## config.mk

```make
export PLATFORM = sky130hd
export DESIGN_NAME = top_neurons
export DESIGN_NICKNAME = d
export VERILOG_FILES = /design/src/rtl/top_neurons.sv
export SDC_FILE = /design/constraint.sdc
export NUM_CORES = 1
export LEC_CHECK = 0
export ABC_AREA = 1
export CAP_MARGIN = 15
export CORE_MARGIN = 1.5
export CORE_UTILIZATION = 54
export DETAILED_ROUTE_END_ITERATION = 10
export HOLD_SLACK_MARGIN = 0.06
export PLACE_DENSITY = 0.81
export REMOVE_ABC_BUFFERS = 1
export SETUP_SLACK_MARGIN = 0.1
export SYNTH_ARGS = -nofsm -noshare
export SYNTH_HDL_FRONTEND = slang
export SYNTH_SLANG_ARGS = --single-unit
```

## constraint.sdc

```tcl
create_clock -name clk -period 6.5 [get_ports clk]
set_clock_uncertainty 0.1 [all_clocks]
set_input_delay 1.3 -clock clk [delete_from_list [all_inputs] [get_ports clk]]
set_output_delay 1.3 -clock clk [all_outputs]
set_load 0.02 [all_outputs]
```

## src/rtl/top_neurons.sv

```systemverilog
// Ising-style spiking neuron array with a 16-bit word-serial load/command port and spin readback.
// Optional NEURON_MU_BIAS_EN: add the truncated FP16 bias mu to each neuron's field.
module top_neurons #(
    parameter int FP_DATA_WIDTH   = 16,
    parameter int TEN_DATA_WIDTH  = 2,
    parameter int NUM_NEURON      = 4,
    parameter int NEURON_ID_WIDTH = 2
) (
    input  logic        clk,
    input  logic        reset_l,
    input  logic        rd,
    input  logic [15:0] ins,
    output logic [15:0] outs
);
    typedef enum logic [1:0] {IDLE = 2'd0, LOAD = 2'd1, SWEEP = 2'd2} state_t;

    localparam int IW = (NUM_NEURON > 1) ? $clog2(NUM_NEURON) : 1;
    localparam int WW = $clog2(NUM_NEURON + 3);
    localparam logic [WW-1:0] LAST_W = WW'(NUM_NEURON + 2);
    localparam logic [IW-1:0] LAST_N = IW'(NUM_NEURON - 1);

    state_t state, next_state;
    logic [IW-1:0] n_idx;
    logic [WW-1:0] w_idx;
    logic [WW-1:0] q_col;

    logic signed [15:0]          vmem      [NUM_NEURON];
    logic [FP_DATA_WIDTH-1:0]    mu        [NUM_NEURON];
    logic [NEURON_ID_WIDTH-1:0]  neuron_id [NUM_NEURON];
    logic [TEN_DATA_WIDTH-1:0]   q_ram     [NUM_NEURON][NUM_NEURON];
    logic [NUM_NEURON-1:0]       spin;

    logic start_load, start_sweep, load_last, sweep_last, busy;
    logic signed [19:0] field;
    logic field_pos, field_neg;
    logic [15:0] outs_next;
    logic unused_bits;

`ifdef NEURON_MU_BIAS_EN
    // Truncate toward zero; Inf/NaN and |mu| < 1 (incl. subnormals) give 0.
    function automatic logic signed [15:0] fp16_to_int(input logic [15:0] h);
        logic [4:0]  e;
        logic [15:0] mag;
        e   = h[14:10];
        mag = '0;
        if (e == 5'd31 || e < 5'd15) mag = '0;
        else if (e >= 5'd30)         mag = 16'd32767;
        else if (e >= 5'd25)         mag = {5'd0, 1'b1, h[9:0]} << (e - 5'd25);
        else                         mag = {5'd0, 1'b1, h[9:0]} >> (5'd25 - e);
        return h[15] ? -$signed(mag) : $signed(mag);
    endfunction
`endif

    // State register
    always_ff @(posedge clk or posedge reset_l) begin
        if (reset_l) state <= IDLE;
        else         state <= next_state;
    end

    // Next-state logic
    always_comb begin
        next_state = state;
        case (state)
            IDLE:    if (start_load) next_state = LOAD;
                     else if (start_sweep) next_state = SWEEP;
            LOAD:    if (load_last) next_state = IDLE;
            SWEEP:   if (sweep_last) next_state = IDLE;
            default: next_state = IDLE;
        endcase
    end

    // FSM outputs
    always_comb begin
        start_load  = (state == IDLE) && (ins == 16'h0001);
        start_sweep = (state == IDLE) && (ins == 16'h6060);
        load_last   = (state == LOAD) && (w_idx == LAST_W) && (n_idx == LAST_N);
        sweep_last  = (state == SWEEP) && (n_idx == LAST_N);
        busy        = (state != IDLE);
    end

    // rd is a one-cycle sample request with no ready: every edge with rd = 1 captures
    // {busy, spins} as they were before that edge; rd = 0 holds outs.
    always_comb begin
        outs_next = '0;
        outs_next[NUM_NEURON-1:0] = spin;
        outs_next[15] = busy;
    end

    // Field of the neuron being swept; diagonal coupling is skipped.
    always_comb begin
        field = {{4{vmem[n_idx][15]}}, vmem[n_idx]};
        for (int j = 0; j < NUM_NEURON; j++) begin
            if (j != int'(n_idx)) begin
                if (q_ram[n_idx][j] == TEN_DATA_WIDTH'(1))
                    field = spin[j] ? field + 20'sd1 : field - 20'sd1;
                else if (q_ram[n_idx][j] == TEN_DATA_WIDTH'(2))
                    field = spin[j] ? field - 20'sd1 : field + 20'sd1;
            end
        end
`ifdef NEURON_MU_BIAS_EN
        field = field + 20'(fp16_to_int(mu[n_idx]));
`endif
        field_pos = !field[19] && (field != 20'sd0);
        field_neg = field[19];
    end

    assign q_col = w_idx - WW'(3);

    // Stored for host bookkeeping only; nothing in the update reads these.
    always_comb begin
        unused_bits = 1'b0;
        for (int n = 0; n < NUM_NEURON; n++) begin
            unused_bits = unused_bits ^ (^neuron_id[n]);
`ifndef NEURON_MU_BIAS_EN
            unused_bits = unused_bits ^ (^mu[n]);
`endif
        end
    end

    always_ff @(posedge clk or posedge reset_l) begin
        if (reset_l) begin
            outs  <= '0;
            n_idx <= '0;
            w_idx <= '0;
            spin  <= '0;
            for (int n = 0; n < NUM_NEURON; n++) begin
                vmem[n]      <= '0;
                mu[n]        <= '0;
                neuron_id[n] <= '0;
                for (int j = 0; j < NUM_NEURON; j++) q_ram[n][j] <= '0;
            end
        end else begin
            if (rd) outs <= outs_next;
            case (state)
                IDLE: begin
                    if (start_load) begin
                        n_idx <= '0;
                        w_idx <= '0;
                        spin  <= '0;
                    end else if (start_sweep) begin
                        n_idx <= '0;
                    end
                end
                LOAD: begin
                    case (w_idx)
                        WW'(0):  vmem[n_idx]      <= ins;
                        WW'(1):  mu[n_idx]        <= ins[FP_DATA_WIDTH-1:0];
                        WW'(2):  neuron_id[n_idx] <= ins[NEURON_ID_WIDTH-1:0];
                        default: begin
                            for (int j = 0; j < NUM_NEURON; j++)
                                if (q_col == WW'(j)) q_ram[n_idx][j] <= ins[TEN_DATA_WIDTH-1:0];
                        end
                    endcase
                    if (w_idx == LAST_W) begin
                        w_idx <= '0;
                        n_idx <= load_last ? '0 : n_idx + IW'(1);
                    end else begin
                        w_idx <= w_idx + WW'(1);
                    end
                end
                SWEEP: begin
                    if (field_pos)      spin[n_idx] <= 1'b1;
                    else if (field_neg) spin[n_idx] <= 1'b0;
                    n_idx <= sweep_last ? '0 : n_idx + IW'(1);
                end
                default: ;
            endcase
        end
    end
endmodule

```

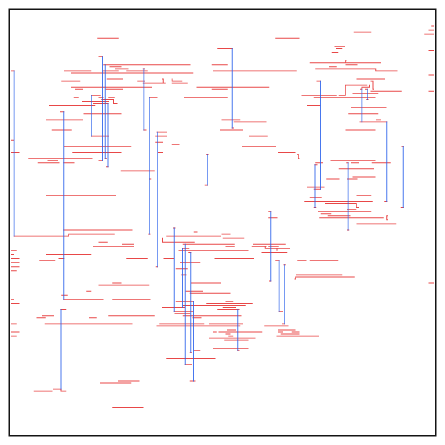
Figure 1: routed metal, one color a layer.
Scale: 3 px per um. Only two layers are drawn.
legend:
  metal 4:
    color: blue
    wire_length: 747 um
  metal 3:
    color: red
    wire_length: 1660 um
total track usage: 0.2838
WL per Instance: 14.75 um
total number of vias: 10910

==> flow_summary.ini <==
; synthesis and place-and-route metrics
[sta]
setup_viol = 0
fmaxAchievable_mhz = 167.8
rsz0062_at_grt = no

[min_path]
hold_start = vmem[2]
hp-class = reg -> reg

[worst_setup_path]
crit_arrival_ns = 6.11
slowest_delay_ns = 0.49
required_ns = 6.65
cpMostUsedCell = a21oi_1
cp_max_fo = 19
critPathLaunchType = flip-flop
critPathKind = reg -> reg

[placed_design]
hpwl_mm = 20.84
place.gp.congestion = 0.9990
place_area_um2 = 10570
port_buffers = 23

[route]
drt_first_pass_iters = 6
wl_mm = 28.23
drt-initial-drc-count = 983
drc_errors = 0

[cts]
cts_sinks = 112
path_clk_slew_ns = 0.08
numCtsBuffers = 9
root_buffer = clkbuf_16

[die]
die_w_um = 141.7
die_y_um = 141.7

[synth]
async_flop_share = 1.000
synth.cell_area_um2 = 10380
syn_inst = 1680
top_area_frac = 0.2699
ys_cells = 1680
ys.flops = 112

[global_route]
grt_busiest_layer = met2
grt-ovfl-total = 0
met1_usage = 0.3759
antenna_found_initial = 0
gr-usage-met2 = 0.4929

[run_status]
outcome = completed

[finish]
final_area_um2 = 10940
comb_area_um2 = 6530
layout.cells.non_filler = 1913
regArea_um2 = 2804

[run]
tool_warnings = 36
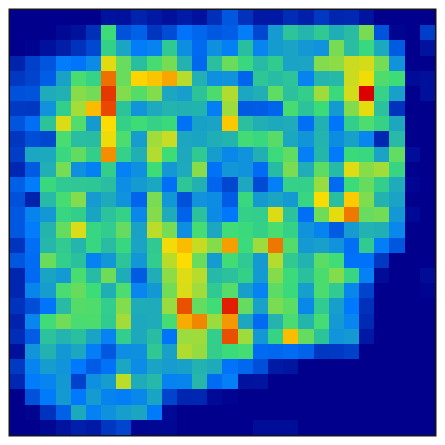
Figure 2: wiring heat map.
Scale: 3 px per um. The die is cut into 28 by 28 equal tiles; dark blue is low, red is high, scaled to the fullest tile. Values are wire area over tile area, all layers added.
fullest tile: 0.73
mean over tiles: 0.23
densest ninth of the die: middle
tiles over half the peak: 20%
emptiest ninth of the die: bottom right

kinds of logic (layout without fill, tap and decap cells):
group                    Yosys count  after routing  share of synthesized area
AND-OR/OR-AND                    236            236                     0.1224
XOR/XNOR                          13             13                    0.01096
adder cells (fa/ha/maj)           17             17                    0.02048
buffers and inverters            230            219                     0.1064
flip-flops                       112            112                     0.2699
other                              1             11                  0.0003611
AND/OR/NAND/NOR                 1071           1071                     0.4695
through the flow:
stage | worst slack [ns] | hold WS, ns
3_3_place_gp | 0.6232 | 0.3623
5_1_grt | 0.07869 | 0.4092
3_5_place_dp | 0.4729 | 0.3726
6_report | 0.5407 | 0.3897
4_1_cts | 0.4657 | 0.3905
2_1_floorplan | 0.3534 | 0.3478
critical path: cells and delay by family, from the launching register on:
| kind | cells | cell delay [ns] |
|---|---|---|
| buf+inv | 5 | 0.41 |
| xor+xnor | 3 | 0.47 |
| fa+ha+maj | 4 | 1.27 |
| compound gates | 11 | 1.48 |
| simple gates | 17 | 1.64 |
| flops | 1 | 0.49 |
sequential cells by signal, indices dropped and copies added, names as in the netlist:
register / cells
n_idx: 2
outs: 5
q_ram: 32
spin: 4
state: 2
vmem: 64
w_idx: 3
layer usage:
metal,vias to the layer above,wire (um)
met5,-,0
met4,0,747
met3,60,1661
met2,441,13590
met1,4997,12220
li1,5409,-
cell usage in the layout (no fill, tap or decap), drive strengths merged, types with 2 or more instances in the layout:
master | netlist | layout
a21oi | 45 | 45
o22ai | 9 | 9
clkdlybuf4s50 | 0 | 23
a22oi | 3 | 3
nand2 | 661 | 661
nand4 | 48 | 48
dfrtp | 112 | 112
clkbuf | 20 | 11
xor2 | 8 | 8
nand3 | 177 | 177
xnor2 | 5 | 5
a32oi | 2 | 2
o211ai | 2 | 2
clkinv | 3 | 5
nand3b | 8 | 8
buf | 43 | 14
ha | 17 | 17
o21ai | 170 | 170
inv | 163 | 164
conb | 1 | 11
or2 | 3 | 3
nor3 | 13 | 13
nor4 | 2 | 2
nor2 | 156 | 156
layout make-up:
cell class | instances | area share
sequential | 112 | 0.2562
multi-input combinational | 1348 | 0.5967
inverter | 166 | 0.05888
clock inverter | 5 | 0.006059
tap | 234 | 0.02675
clock buffer | 11 | 0.02126
timing repair buffer | 37 | 0.03418
timing repair:
item,CTS,global route
endpoints found under the setup margin,0,4
buffers inserted,0,0
resized,0,10
path summary, 6_finish.rpt:
| kind | end | cells past startpoint |
|---|---|---|
| worst max-delay path | spin[0] | 40 |
| worst min-delay path | vmem[2] | 2 |
| worst max register to register | spin[0] | 40 |
| worst min register to register | vmem[2] | 2 |
| max in group asynchronous | vmem[23] | 3 |
| min in group asynchronous | q_ram[10] | 2 |
